Run 1, wire density map:
Scale bar: 20 um. The die is cut into 15 by 15 equal tiles; black is low, pale yellow is high, scaled to the fullest tile. Values are wire area over tile area, all layers added.
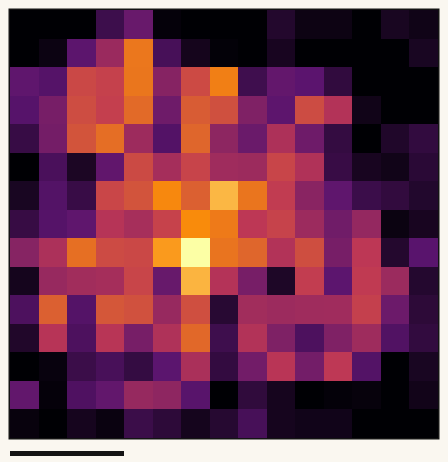
Run 1, cell placement:
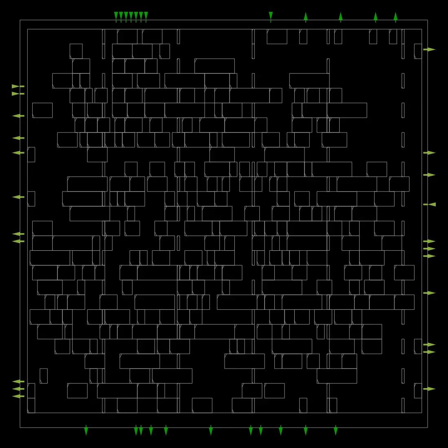
Run 1, register map, names as in the netlist:
Other sequential cells in the stronger gray, the rest of the logic in the fainter gray.
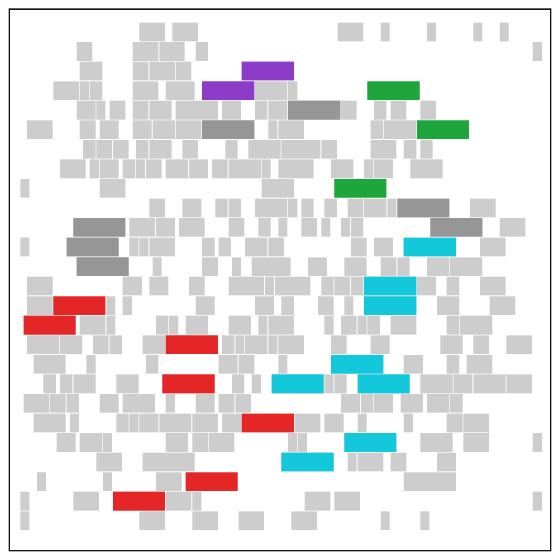
<file path="config.mk">
export PLATFORM = sky130hd
export DESIGN_NAME = snake_head_motion_flat
export DESIGN_NICKNAME = d
export VERILOG_FILES = /design/src/rtl/snake_head_motion_if.sv /design/src/rtl/snake_head_motion.sv /design/src/flat_wrapper.sv
export SDC_FILE = /design/constraint.sdc
export NUM_CORES = 1
export LEC_CHECK = 0
export CORE_UTILIZATION = 40
export CTS_CLUSTER_DIAMETER = 60
export DETAILED_ROUTE_END_ITERATION = 10
export GPL_ROUTABILITY_DRIVEN = 0
export PLACE_DENSITY_LB_ADDON = 0.3
export SLEW_MARGIN = 20
export SYNTH_ARGS = -nofsm -noshare
export SYNTH_HDL_FRONTEND = slang
export SYNTH_SLANG_ARGS = --single-unit
</file>
<file path="constraint.sdc">
create_clock -name Clk -period 3.3 [get_ports Clk]
set_clock_uncertainty 0.2 [all_clocks]
set_input_delay 0.66 -clock Clk [delete_from_list [all_inputs] [get_ports Clk]]
set_output_delay 0.66 -clock Clk [all_outputs]
set_load 0.005 [all_outputs]
</file>
<file path="src/rtl/snake_head_motion_if.sv">
// Bundle between the keyboard/VGA side and the snake head motion block.
// The master drives keycode and vs; the slave (motion block) drives the head state.
interface snake_head_motion_if;
    logic [7:0] keycode;
    logic       vs;
    logic [9:0] snakeX_pos;
    logic [9:0] snakeY_pos;
    logic [9:0] snake_size;
    logic [1:0] motionFlag;
    logic       step_pulse;
    logic       game_over;

    modport master (
        output keycode, vs,
        input  snakeX_pos, snakeY_pos, snake_size, motionFlag, step_pulse, game_over
    );

    modport slave (
        input  keycode, vs,
        output snakeX_pos, snakeY_pos, snake_size, motionFlag, step_pulse, game_over
    );
endinterface

</file>
<file path="src/rtl/snake_head_motion.sv">
// Snake head motion: turns keycodes into a committed facing and steps the head one grid
// cell every FRAMES_PER_STEP frames, entering a latched game-over state on a wall hit.
module snake_head_motion #(
    parameter int unsigned STEP            = 24,
    parameter int unsigned X_MIN           = 12,
    parameter int unsigned X_MAX           = 612,
    parameter int unsigned Y_MIN           = 12,
    parameter int unsigned Y_MAX           = 468,
    parameter int unsigned X_START         = 300,
    parameter int unsigned Y_START         = 228,
    parameter int unsigned FRAMES_PER_STEP = 8
) (
    input logic             Clk,
    input logic             Reset,
    snake_head_motion_if.slave bus
);
    localparam int unsigned CNT_W = (FRAMES_PER_STEP > 1) ? $clog2(FRAMES_PER_STEP) : 1;
    localparam logic [CNT_W-1:0] CNT_LAST = CNT_W'(FRAMES_PER_STEP - 1);

    localparam logic [9:0] STEP_V  = 10'(STEP);
    localparam logic [9:0] W_LIM   = 10'(Y_MIN + STEP);
    localparam logic [9:0] S_LIM   = 10'(Y_MAX - STEP);
    localparam logic [9:0] A_LIM   = 10'(X_MIN + STEP);
    localparam logic [9:0] D_LIM   = 10'(X_MAX - STEP);
    localparam logic [9:0] X_RST   = 10'(X_START);
    localparam logic [9:0] Y_RST   = 10'(Y_START);

    localparam logic [1:0] DIR_W = 2'b00;
    localparam logic [1:0] DIR_A = 2'b01;
    localparam logic [1:0] DIR_S = 2'b10;
    localparam logic [1:0] DIR_D = 2'b11;

    typedef enum logic [1:0] {IDLE, RUN, DEAD} state_t;

    state_t           state_q;
    logic [9:0]       x_q;
    logic [9:0]       y_q;
    logic [1:0]       motion_q;
    logic [1:0]       dir_next_q;
    logic [CNT_W-1:0] frame_cnt_q;
    logic             vs_d_q;
    logic             step_pulse_q;
    logic             game_over_q;

    logic             key_is_dir_c;
    logic [1:0]       key_dir_c;
    logic             key_restart_c;
    logic             frame_c;
    logic             reversal_c;
    logic             step_legal_c;
    logic [9:0]       x_tgt_c;
    logic [9:0]       y_tgt_c;

    // Keycode decode: WASD map to facings, space requests restart.
    always_comb begin
        key_is_dir_c = 1'b1;
        key_dir_c    = DIR_W;
        case (bus.keycode)
            8'h1A:   key_dir_c = DIR_W;
            8'h04:   key_dir_c = DIR_A;
            8'h16:   key_dir_c = DIR_S;
            8'h07:   key_dir_c = DIR_D;
            default: key_is_dir_c = 1'b0;
        endcase
    end

    assign key_restart_c = (bus.keycode == 8'h2C);
    assign frame_c       = bus.vs & ~vs_d_q;
    // Opposite facings share bit0 and differ in bit1; compared against the committed facing.
    assign reversal_c    = (key_dir_c[1] != motion_q[1]) && (key_dir_c[0] == motion_q[0]);

    // Bounds are tested on the current position so the 10-bit target never wraps.
    always_comb begin
        step_legal_c = 1'b0;
        x_tgt_c      = x_q;
        y_tgt_c      = y_q;
        case (dir_next_q)
            DIR_W: begin
                step_legal_c = (y_q >= W_LIM);
                y_tgt_c      = y_q - STEP_V;
            end
            DIR_A: begin
                step_legal_c = (x_q >= A_LIM);
                x_tgt_c      = x_q - STEP_V;
            end
            DIR_S: begin
                step_legal_c = (y_q <= S_LIM);
                y_tgt_c      = y_q + STEP_V;
            end
            DIR_D: begin
                step_legal_c = (x_q <= D_LIM);
                x_tgt_c      = x_q + STEP_V;
            end
            default: step_legal_c = 1'b0;
        endcase
    end

    always_ff @(posedge Clk) begin
        if (Reset) begin
            state_q      <= IDLE;
            x_q          <= X_RST;
            y_q          <= Y_RST;
            motion_q     <= DIR_W;
            dir_next_q   <= DIR_W;
            frame_cnt_q  <= '0;
            vs_d_q       <= 1'b0;
            step_pulse_q <= 1'b0;
            game_over_q  <= 1'b0;
        end else begin
            vs_d_q       <= bus.vs;
            step_pulse_q <= 1'b0;
            case (state_q)
                IDLE: begin
                    if (key_is_dir_c) begin
                        state_q     <= RUN;
                        motion_q    <= key_dir_c;
                        dir_next_q  <= key_dir_c;
                        frame_cnt_q <= '0;
                    end
                end
                RUN: begin
                    if (key_is_dir_c && !reversal_c) begin
                        dir_next_q <= key_dir_c;
                    end
                    if (frame_c) begin
                        if (frame_cnt_q == CNT_LAST) begin
                            frame_cnt_q <= '0;
                            // Facing and position only ever change together.
                            if (step_legal_c) begin
                                x_q          <= x_tgt_c;
                                y_q          <= y_tgt_c;
                                motion_q     <= dir_next_q;
                                step_pulse_q <= 1'b1;
                            end else begin
                                state_q     <= DEAD;
                                game_over_q <= 1'b1;
                            end
                        end else begin
                            frame_cnt_q <= frame_cnt_q + CNT_W'(1);
                        end
                    end
                end
                DEAD: begin
                    if (key_restart_c) begin
                        state_q     <= IDLE;
                        x_q         <= X_RST;
                        y_q         <= Y_RST;
                        motion_q    <= DIR_W;
                        dir_next_q  <= DIR_W;
                        frame_cnt_q <= '0;
                        game_over_q <= 1'b0;
                    end
                end
                default: state_q <= IDLE;
            endcase
        end
    end

    assign bus.snakeX_pos = x_q;
    assign bus.snakeY_pos = y_q;
    assign bus.snake_size = 10'(STEP / 2);
    assign bus.motionFlag = motion_q;
    assign bus.step_pulse = step_pulse_q;
    assign bus.game_over  = game_over_q;

endmodule

</file>
<file path="src/flat_wrapper.sv">
// flat-port wrapper written by rule: the top's interface ports become plain ports
module snake_head_motion_flat 
#(
    parameter int unsigned STEP            = 24,
    parameter int unsigned X_MIN           = 12,
    parameter int unsigned X_MAX           = 612,
    parameter int unsigned Y_MIN           = 12,
    parameter int unsigned Y_MAX           = 468,
    parameter int unsigned X_START         = 300,
    parameter int unsigned Y_START         = 228,
    parameter int unsigned FRAMES_PER_STEP = 8
)
  (Clk, Reset, bus_keycode, bus_vs, bus_snakeX_pos, bus_snakeY_pos, bus_snake_size, bus_motionFlag, bus_step_pulse, bus_game_over);
  snake_head_motion_if bus_i ();
  input logic Clk;
  input logic Reset;
  input wire logic [$bits(bus_i.keycode)-1:0] bus_keycode;
  input wire logic [$bits(bus_i.vs)-1:0] bus_vs;
  output wire logic [$bits(bus_i.snakeX_pos)-1:0] bus_snakeX_pos;
  output wire logic [$bits(bus_i.snakeY_pos)-1:0] bus_snakeY_pos;
  output wire logic [$bits(bus_i.snake_size)-1:0] bus_snake_size;
  output wire logic [$bits(bus_i.motionFlag)-1:0] bus_motionFlag;
  output wire logic [$bits(bus_i.step_pulse)-1:0] bus_step_pulse;
  output wire logic [$bits(bus_i.game_over)-1:0] bus_game_over;
  assign bus_i.keycode = bus_keycode;
  assign bus_i.vs = bus_vs;
  assign bus_snakeX_pos = bus_i.snakeX_pos;
  assign bus_snakeY_pos = bus_i.snakeY_pos;
  assign bus_snake_size = bus_i.snake_size;
  assign bus_motionFlag = bus_i.motionFlag;
  assign bus_step_pulse = bus_i.step_pulse;
  assign bus_game_over = bus_i.game_over;
  snake_head_motion #(.STEP(STEP), .X_MIN(X_MIN), .X_MAX(X_MAX), .Y_MIN(Y_MIN), .Y_MAX(Y_MAX), .X_START(X_START), .Y_START(Y_START), .FRAMES_PER_STEP(FRAMES_PER_STEP)) u_core (.Clk(Clk), .Reset(Reset), .bus(bus_i));
endmodule
</file>
==> flow_metrics.tcl, run 1 <==
# implementation run metrics
set metrics [dict create \
    outcome "completed" \
    design_area_mm2 0.00253 \
    critPathCaptureType "flip-flop" \
    portBuffers 30 \
    r2r-start "u_core.dir_next_q[0]$_SDFFE_PP0P_" \
    h-tree-depth 1 \
    drtPass1Iterations 4 \
    worstPathRequired_ns 3.31 \
    route.detailed.drc 0 \
    initial_core_util_pct 41.6 \
    cts_tree "done" \
    layout_top_cells "30 x clkdlybuf4s50_1, 27 x dfxtp_1, 17 x nor2_1, 17 x ha_1" \
    powerDensity_mw_per_mm2 379 \
    grt_first_pass_wirelength_um 7580 \
    dp.cells 353 \
    core_area_mm2 0.00514 \
    reg2reg_to "u_core.bus.snakeX_pos[9]$_SDFFE_PP0P_" \
    diodes 0 \
    use_met3_pct 2.41 \
    finalMaxSlewViolations 0 \
    drt-initial-drc-count 116 \
    warnings 30 \
    yosysCellCount 255 \
    holdWs_ns 0.282 \
    max_slew.worst_pin.slew_ns 0.674 \
    cap_violations 0 \
    rsz0062_at_grt "false" \
    grt_overflow_total 0 \
    finalSetupViolations 0 \
    top_cells_by_count "27 x dfxtp_1, 17 x buf_4, 17 x ha_1, 17 x nor2_1" \
    chip_area_mm2 0.00565 \
    grt.met1_usage_pct 24.1 \
    critPathLaunch "u_core.dir_next_q[0]$_SDFFE_PP0P_" \
    fin_tns_setup_ns 0 \
    ys.flop_type "dfxtp_1" \
    clock_sinks 27 \
    use_met2_pct 28.3 \
    arrival_ns 2.80 \
    max-clock-path-buffers 2 \
    p_total_uw 957 \
    fin_crit_sh_pct 84.4 \
    min_path_type "reg2reg" \
    syn_area_mm2 0.00214 \
    clkTransAtPathRegs_ns 0.10 \
    ys_warn_count 0 \
    cpPeakStageDelay_ns 0.47 \
    final_nets 318 \
    postCtsSetupBuffers 0 \
    hold_violations 0 \
    ant_nets 0 \
    placed_area_mm2 0.00248 \
    die_width_um 75.1 \
    numSynthFlops 27 \
    p_leak_nw 1.05 \
    cts_made_buffers 3 \
    syn_inst 255 \
    min_period_ns 2.79 \
    viasPerCell 5.18 \
    clock_latency_ns 0.27 \
    hold_start "u_core.frame_cnt_q[1]$_SDFFE_PP0P_" \
    die_h_um 75.1 \
    hold_buffers 0 \
    cts_root_buf "clkbuf_8" \
    min_path_cells 2 \
    ir_worst_vdd_mv 0.188 \
    r2r_slack_ns 0.51 \
    grt.busiest_layer "met2" \
    area_growth_pct 18.1 \
    syn_avg_cell_area_um2 8.39 \
    path_max_fanout 5 \
    path_class "reg2reg" \
    worstHoldEndpoint "u_core.frame_cnt_q[1]$_SDFFE_PP0P_" \
    ys_seq_share_pct 25.3 \
    first_global_vias 1656 \
    dp_hpwl_um 3450 \
    drive_gt1_share_pct 6.27 \
    slew_headroom_pct 55.1 \
    layout_top_cell "clkdlybuf4s50_1" \
    antenna_found_initial 0 \
    reg2reg_depth 9 \
    largest_area_cell "dfxtp_1" \
    startpoint_type "flip-flop" \
    critical_path.cell_chain "nand2_1, inv_1, fa_1, a21o_1, a311o_1, a21oi_1, xnor2_1, or4b_1, a31oi_1" \
    area_leaders "dfxtp_1 25%, ha_1 9.9%, buf_4 6.0%" \
    crit_path_end "u_core.bus.snakeX_pos[9]$_SDFFE_PP0P_" \
    synth_cell_type_count 53 \
    ios 45 \
    slowest_stage "or4b_1" \
    grt_max_degree 22 \
    wire_per_inst_um 12.6 \
    wirelength_um 4490 \
    cts_resized 0 \
    synth_async_sr_flop_share_pct 0 \
    fmax_ghz 0.359 \
    most_common_cell "dfxtp_1" \
    ys_area_mm2 0.00214 \
    edf_count 0 \
    synth.top_cell.area_share_pct 25.3 \
]
Notes on 'wire density map' above:
nearly empty tiles	15%
tiles over half the peak	21%
fullest tile	0.43
mean over tiles	0.12
emptiest ninth of the die	upper right
densest ninth of the die	center
via count: 1850
GRT Total Usage: 17.2%

Notes on 'cell placement' above:
flip-flops: 27
post-layout util: 49.2%
row count: 26
Final Non-Filler Cells: 357

Notes on 'register map, names as in the netlist' above:
color	netlist name	flops
red	`u_core.bus.snakeX_pos`	7
cyan	`u_core.bus.snakeY_pos`	8
purple	`u_core.state_q`	2
green	`u_core.frame_cnt_q`	3
not colored	7

## run 1: registers in the layout (all words and copies together), names as in the netlist
name                   count
u_core.bus.snakeY_pos      8
u_core.bus.snakeX_pos      7
u_core.frame_cnt_q         3
u_core.bus.motionFlag      2
u_core.dir_next_q          2
u_core.state_q             2
u_core.bus.game_over       1
u_core.bus.step_pulse      1
u_core.vs_d_q              1
## run 1: worst max-delay path: cells and delay by family, from the launching register on
kind | cells | cell delay, ns
flip-flops | 1 | 0.32
adder cells (fa/ha/maj) | 1 | 0.42
buffers and inverters | 1 | 0.12
XOR/XNOR | 1 | 0.11
AND/OR/NAND/NOR | 2 | 0.63
AND-OR/OR-AND | 4 | 0.91
## run 1: logic make-up after synthesis
kind of cell / count (synthesis) / share of synthesized area, %
multiplexers: 11 / 5.15
buffers and inverters: 33 / 9.18
XOR/XNOR: 11 / 4.50
other: 2 / 0.351
AND-OR/OR-AND: 61 / 20.2
adder cells (fa/ha/maj): 19 / 11.8
AND/OR/NAND/NOR: 91 / 23.5
flip-flops: 27 / 25.3
## run 1: metal layers
layer,vias up,wire length (um)
met5,-,0
met4,0,36
met3,4,148
met2,30,2010
met1,856,2290
li1,960,-
## run 1: cell type report
class	count	area [um^2]
fillers	551	2610
well taps	70	87.6
flip-flops and latches	27	541
repair buffers	39	368
clock inverters	1	5.00
multi-input cells	207	1450
clock buffers	3	41.3
inverters	10	37.5
## run 1: power by group
group          leakage (nW)  internal (mW)  switching (mW)
Sequential            0.219          0.353          0.0399
Clock                0.0255         0.0848           0.110
Combinational         0.803          0.190           0.179
Total                  1.05          0.628           0.328
## run 1: per-stage QoR
stage,util [%],setup WS (ns)
finish,49.2,0.515
global placement,48.3,0.258
CTS,49.2,0.481
floorplan,-,0.619
global route,49.2,0.336
detailed placement,48.3,0.225
Run 1, placed cells, one color a class:
Fill, decap, tap and diode cells in gray.
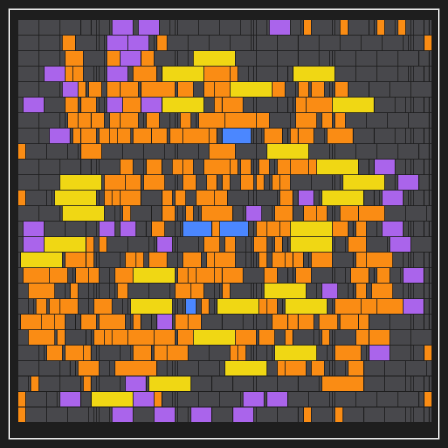

==> run 2: changes to the inputs <==
clock period = 2.4 ns   (was 3.3 ns; I/O delays follow)
Run 2, placed cells, one color a class:
Fill, decap, tap and diode cells in gray.
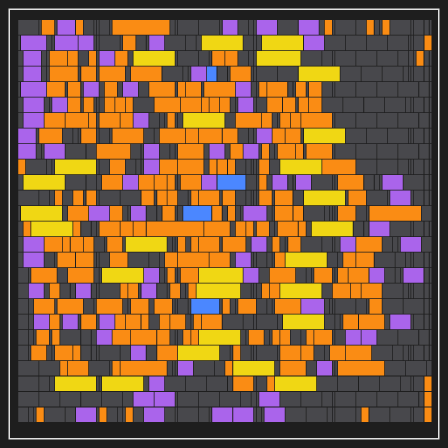
color	class	cells
yellow	flops	27
blue	clock drivers and dummy loads	4
purple	other buffers and delay cells	73
orange	combinational and other logic	217
Seq area share: 18.4%
core box area: 0.00514 mm^2
post-route cell area: 0.00296 mm^2
post-layout util: 57.6%

Run 2, register map, names as in the netlist:
Other sequential cells in the stronger gray, the rest of the logic in the fainter gray.
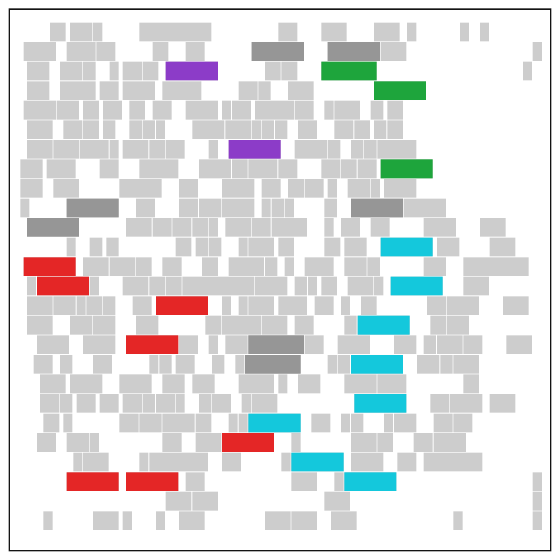
color	netlist name	flops
green	`u_core.frame_cnt_q`	3
purple	`u_core.state_q`	2
red	`u_core.bus.snakeX_pos`	7
cyan	`u_core.bus.snakeY_pos`	8
not colored	7
Register Area: 544 um^2
total sequential power: 525 uW

Run 2, layout detail:
Scale bar: 20 um. Window x 0 to 50, y 0 to 50 um. Cells in gray, sequential cells in the stronger gray; small squares are vias.
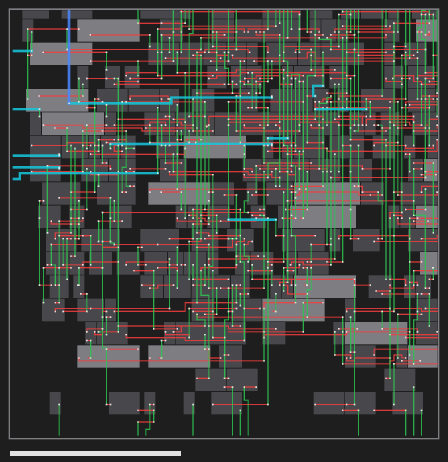
color	layer
green	metal 2
blue	metal 4
red	metal 1
cyan	metal 3
sequential cells in the window	13
netlist names of flops here include	`u_core.bus.snakeX_pos` (7), `u_core.bus.motionFlag` (2), `u_core.bus.snakeY_pos` (2)
cells with their middle in the window	163
most frequent	buf_4 (19), nor2_1 (16)

==> flow_metrics.tcl, run 2 <==
# implementation run metrics
set metrics [dict create \
    outcome "completed" \
    largest_area_cell "dfxtp_1" \
    largest_register_ff_count 8 \
    min_path_type "reg2reg" \
    use_met2_pct 30.4 \
    rsz0062_at_grt "true" \
    synth_async_sr_flop_share_pct 0 \
    route.detailed.drc 0 \
    fin_tns_setup_ns 0 \
    synth_cell_type_count 53 \
    power-top-group "combinational cells" \
    path_max_fanout 4 \
    stdcell_count 391 \
    critical_path.cell_chain "nand2_4, inv_2, fa_2, a21o_1, a311o_1, a21oi_2, xnor2_1, or4b_1, a31oi_1" \
    layout_top_cell "buf_4" \
    slowest_stage "or4b_1" \
    grt_max_degree 22 \
    syn_avg_cell_area_um2 8.39 \
    portBuffers 30 \
    die_width_um 75.1 \
    powerDensity_mw_per_mm2 493 \
    finalMaxSlewViolations 0 \
    area_growth_pct 38.3 \
    most_common_cell "dfxtp_1" \
    grt_overflow_total 0 \
    dp.cells 385 \
    fin_crit_sh_pct 98.4 \
    hold_violations 0 \
    fmax_ghz 0.423 \
    path_class "reg2reg" \
    placed_area_mm2 0.00277 \
    h-tree-depth 1 \
    initial_core_util_pct 41.6 \
    die_h_um 75.1 \
    pg_clk_uw 272 \
    cap_violations 0 \
    chip_area_mm2 0.00565 \
    ys_seq_share_pct 25.3 \
    numSynthFlops 27 \
    rows 26 \
    crit_family "AND-OR/OR-AND gates" \
    p_total_mw 1.46 \
    vias 2039 \
    cpPeakStageDelay_ns 0.46 \
    pwr-share-clk_pct 18.7 \
    clock_sinks 27 \
    grt_use_total_pct 19.1 \
    wirelength_um 5220 \
    switchingPower_uw 500 \
    cts_tree "done" \
    synth.top_cell.area_share_pct 25.3 \
    ys.flop_type "dfxtp_1" \
    grt_first_pass_wirelength_um 8360 \
    viasPerCell 5.21 \
    syn_area_mm2 0.00214 \
    final_nets 352 \
    layout_top_cells "40 x buf_4, 24 x dfxtp_1, 23 x clkdlybuf4s50_1" \
    top_cells_by_count "27 x dfxtp_1, 17 x buf_4, 17 x ha_1, 17 x nor2_1" \
    ios 45 \
    warnings 32 \
    setup_slack_ns 0.0373 \
    worstPathRequired_ns 2.41 \
    min_period_ns 2.36 \
    syn_inst 255 \
    startpoint_type "flip-flop" \
    drt-initial-drc-count 75 \
    finalSetupViolations 0 \
    ys_area_mm2 0.00214 \
]
[run 2: final cells by class]
| cell class | instances | area [um^2] | area share, % |
|---|---|---|---|
| multi-input combinational | 207 | 1610 | 54.4 |
| timing repair buffer | 73 | 633 | 21.4 |
| sequential | 27 | 544 | 18.4 |
| tap | 70 | 87.6 | 2.96 |
| clock buffer | 3 | 41.3 | 1.40 |
| inverter | 10 | 37.5 | 1.27 |
| clock inverter | 1 | 5.00 | 0.169 |
[run 2: path summary, 6_finish.rpt]
path | startpoint | depth (start not counted) | endpoint
max | u_core.dir_next_q[1]$_SDFFE_PP0P_ | 9 | u_core.bus.snakeX_pos[9]$_SDFFE_PP0P_
min | u_core.frame_cnt_q[1]$_SDFFE_PP0P_ | 2 | u_core.frame_cnt_q[1]$_SDFFE_PP0P_
max reg2reg | u_core.dir_next_q[1]$_SDFFE_PP0P_ | 9 | u_core.bus.snakeX_pos[9]$_SDFFE_PP0P_
min reg2reg | u_core.frame_cnt_q[1]$_SDFFE_PP0P_ | 2 | u_core.frame_cnt_q[1]$_SDFFE_PP0P_
[run 2: logic make-up (layout without fill, tap and decap cells)]
group,Yosys count,after routing,share of synthesized area (%)
buf+inv,33,87,9.18
simple gates,91,91,23.5
mux,11,11,5.15
flops,27,27,25.3
other cells,2,14,0.351
compound gates,61,61,20.2
xor+xnor,11,11,4.50
fa+ha+maj,19,19,11.8
[run 2: layer usage]
metal / vias up / part of all wire (%)
met5: - / 0
met2: 45 / 48
li1: 1024 / -
met4: 0 / 0.50
met3: 2 / 3.2
met1: 968 / 48
[run 2: timing repair]
action,CTS,global route
resized,13,23
setup endpoints to repair,19,17
hold buffers,0,0
pin swaps,9,10
buffers inserted,1,0
cloned,1,0
Run 2, cell placement:
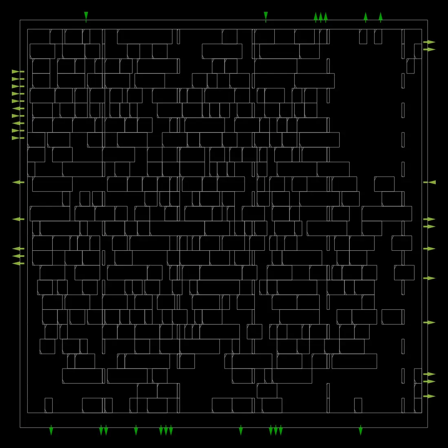

==> run 3: changes to the inputs <==
CORE_UTILIZATION = 47   (was 40)
SETUP_SLACK_MARGIN = 0.1   (was not set)
Run 3, cell placement:
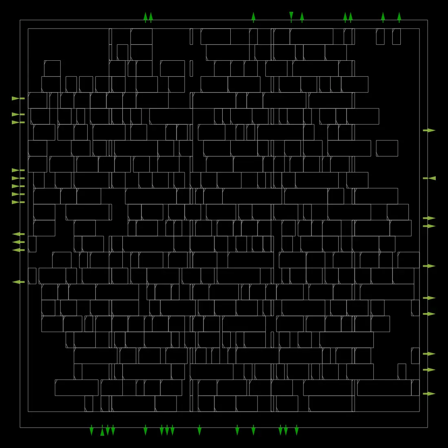
Seq area share: 18.1%
# fillers: 348
Final Non-Filler Cells: 382

Run 3, wire density map:
Scale bar: 20 um. The die is cut into 14 by 14 equal tiles; black is low, pale yellow is high, scaled to the fullest tile. Values are wire area over tile area, all layers added.
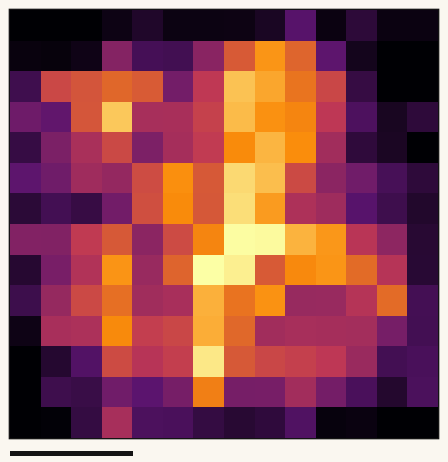
nearly empty tiles	7.7%
mean over tiles	0.18
fullest tile	0.45
via count: 2121
WL/cell: 14.3 um
GRT Total Usage: 22.5%
DRT Wirelength: 5450 um

==> flow_metrics.tcl, run 3 <==
# implementation run metrics
set metrics [dict create \
    setup_slack_ns -0.0750 \
    dp_hpwl_um 3770 \
    finalSetupViolations 1 \
    ir_worst_vdd_mv 0.264 \
    min_period_ns 2.48 \
    max-clock-path-buffers 2 \
    design_area_mm2 0.00304 \
    portBuffers 30 \
    rows 24 \
    outcome "complete, but fails checks" \
    h-tree-depth 1 \
    p_total_mw 1.49 \
    layout_top_cells "48 x buf_4, 24 x dfxtp_1, 22 x clkdlybuf4s50_1" \
    ios 45 \
    wl_met1_um 2350 \
    path_max_fanout 4 \
    ys.flop_type "dfxtp_1" \
    fin_crit_sh_pct 103 \
    grt_max_degree 22 \
    place_ws_ns -0.435 \
    use_met2_pct 39.6 \
    violations "setup timing" \
    cts_made_buffers 3 \
    grt_first_pass_wirelength_um 9000 \
    clock_latency_ns 0.28 \
    slowest_stage "or4b_4" \
    synth.top_cell.area_share_pct 25.3 \
    fmax_ghz 0.404 \
    cts_root_buf "clkbuf_8" \
    largest_register_ff_count 8 \
    wl_met3_um 154 \
    finalMaxSlewViolations 0 \
    critical_path.cell_chain "nand2_4, inv_2, fa_2, a21o_1, a311o_1, a21oi_2, xnor2_2, or4b_4, a31oi_1" \
    hold_start "u_core.frame_cnt_q[2]$_SDFFE_PP0P_" \
    cap_violations 0 \
    drive_gt1_share_pct 29.4 \
    topRoutingLayerUsed "met4" \
    dp.cells 368 \
    startpoint_type "flip-flop" \
    crit_buf_inv 1 \
    ys_area_mm2 0.00214 \
    viasPerCell 5.55 \
    route.detailed.drc 0 \
    grt_overflow_total 0 \
    numSynthFlops 27 \
    holdWs_ns 0.280 \
    rsz0062_at_grt "true" \
    synth_cell_type_count 53 \
    fin_tns_setup_ns -0.0750 \
    critPathLaunch "u_core.dir_next_q[0]$_SDFFE_PP0P_" \
    initial_core_util_pct 49.1 \
    clock_sinks 27 \
    wl_met2_um 2830 \
    p_leak_nw 1.33 \
    layout_top_cell "buf_4" \
    area_growth_pct 42.1 \
    comb_area_mm2 0.00164 \
    top_cells_by_count "27 x dfxtp_1, 17 x buf_4, 17 x ha_1, 17 x nor2_1" \
    powerDensity_mw_per_mm2 491 \
    chip_area_mm2 0.00483 \
    core_area_mm2 0.00435 \
    most_common_cell "dfxtp_1" \
    worstPathRequired_ns 2.41 \
    ys_seq_share_pct 25.3 \
    synth_async_sr_flop_share_pct 0 \
    syn_avg_cell_area_um2 8.39 \
    utilization_pct 69.8 \
    die_width_um 69.5 \
    use_met3_pct 2.33 \
    ant_nets 0 \
    die_h_um 69.5 \
    min_path_type "reg2reg" \
    path_class "reg2reg" \
    arrival_ns 2.48 \
    grt.busiest_layer "met2" \
]
Run 3, wiring by layer:
Scale bar: 20 um. Two of the layers only.
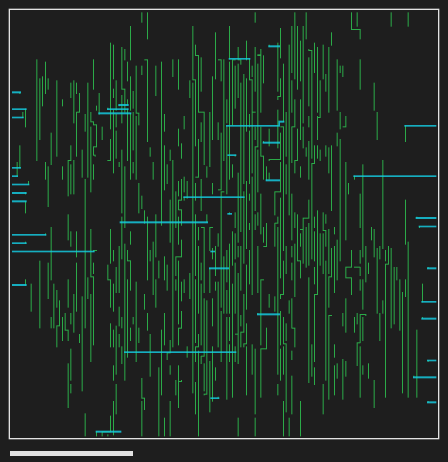
color	layer	wire length
green	metal 2	2830 um
cyan	metal 3	155 um

[run 3: netlist changes by cell type in the layout (fill, tap and decap cells not counted), moves of 2 or more]
cell | previous run | this run
clkdlybuf4s15_1 | 0 | 2
buf_4 | 40 | 48
ha_1 | 15 | 13
dfxtp_4 | 0 | 2
dfxtp_2 | 3 | 1
ha_4 | 1 | 3
[run 3: repair_timing]
action,in CTS,in global routing
hold endpoints to repair,0,0
hold buffers,0,0
cloned,1,0
endpoints found under the setup margin,22,19
gates resized,27,22
pin swaps,19,19
buffers inserted,6,3
[run 3: area by class of cell]
| cell class | count | area share (%) |
|---|---|---|
| clock buffers | 3 | 1.36 |
| clock inverters | 1 | 0.165 |
| inverters | 10 | 1.23 |
| multi-input cells | 207 | 54.1 |
| flip-flops and latches | 27 | 18.1 |
| well taps | 52 | 2.14 |
| repair buffers | 82 | 23.0 |
[run 3: final timing paths]
| kind | end | slack, ns | depth (start not counted) |
|---|---|---|---|
| max | u_core.bus.snakeX_pos[9]$_SDFFE_PP0P_ | -0.08 | 9 |
| min | u_core.frame_cnt_q[2]$_SDFFE_PP0P_ | 0.28 | 2 |
| min reg2reg | u_core.frame_cnt_q[2]$_SDFFE_PP0P_ | 0.28 | 2 |
| max reg2reg | u_core.bus.snakeX_pos[9]$_SDFFE_PP0P_ | -0.08 | 9 |
[run 3: cells by family after synthesis]
kind of cell | after synthesis | share of synthesized area, %
compound gates | 61 | 20.2
xor+xnor | 11 | 4.50
fa+ha+maj | 19 | 11.8
buf+inv | 33 | 9.18
flops | 27 | 25.3
mux | 11 | 5.15
other cells | 2 | 0.351
simple gates | 91 | 23.5
[run 3: power by group]
group / switching (mW) / internal (mW) / total [mW]
registers: 0.0430 / 0.483 / 0.526
clock network: 0.152 / 0.117 / 0.269
logic: 0.322 / 0.376 / 0.698
Power and IR drop assume default switching activity.
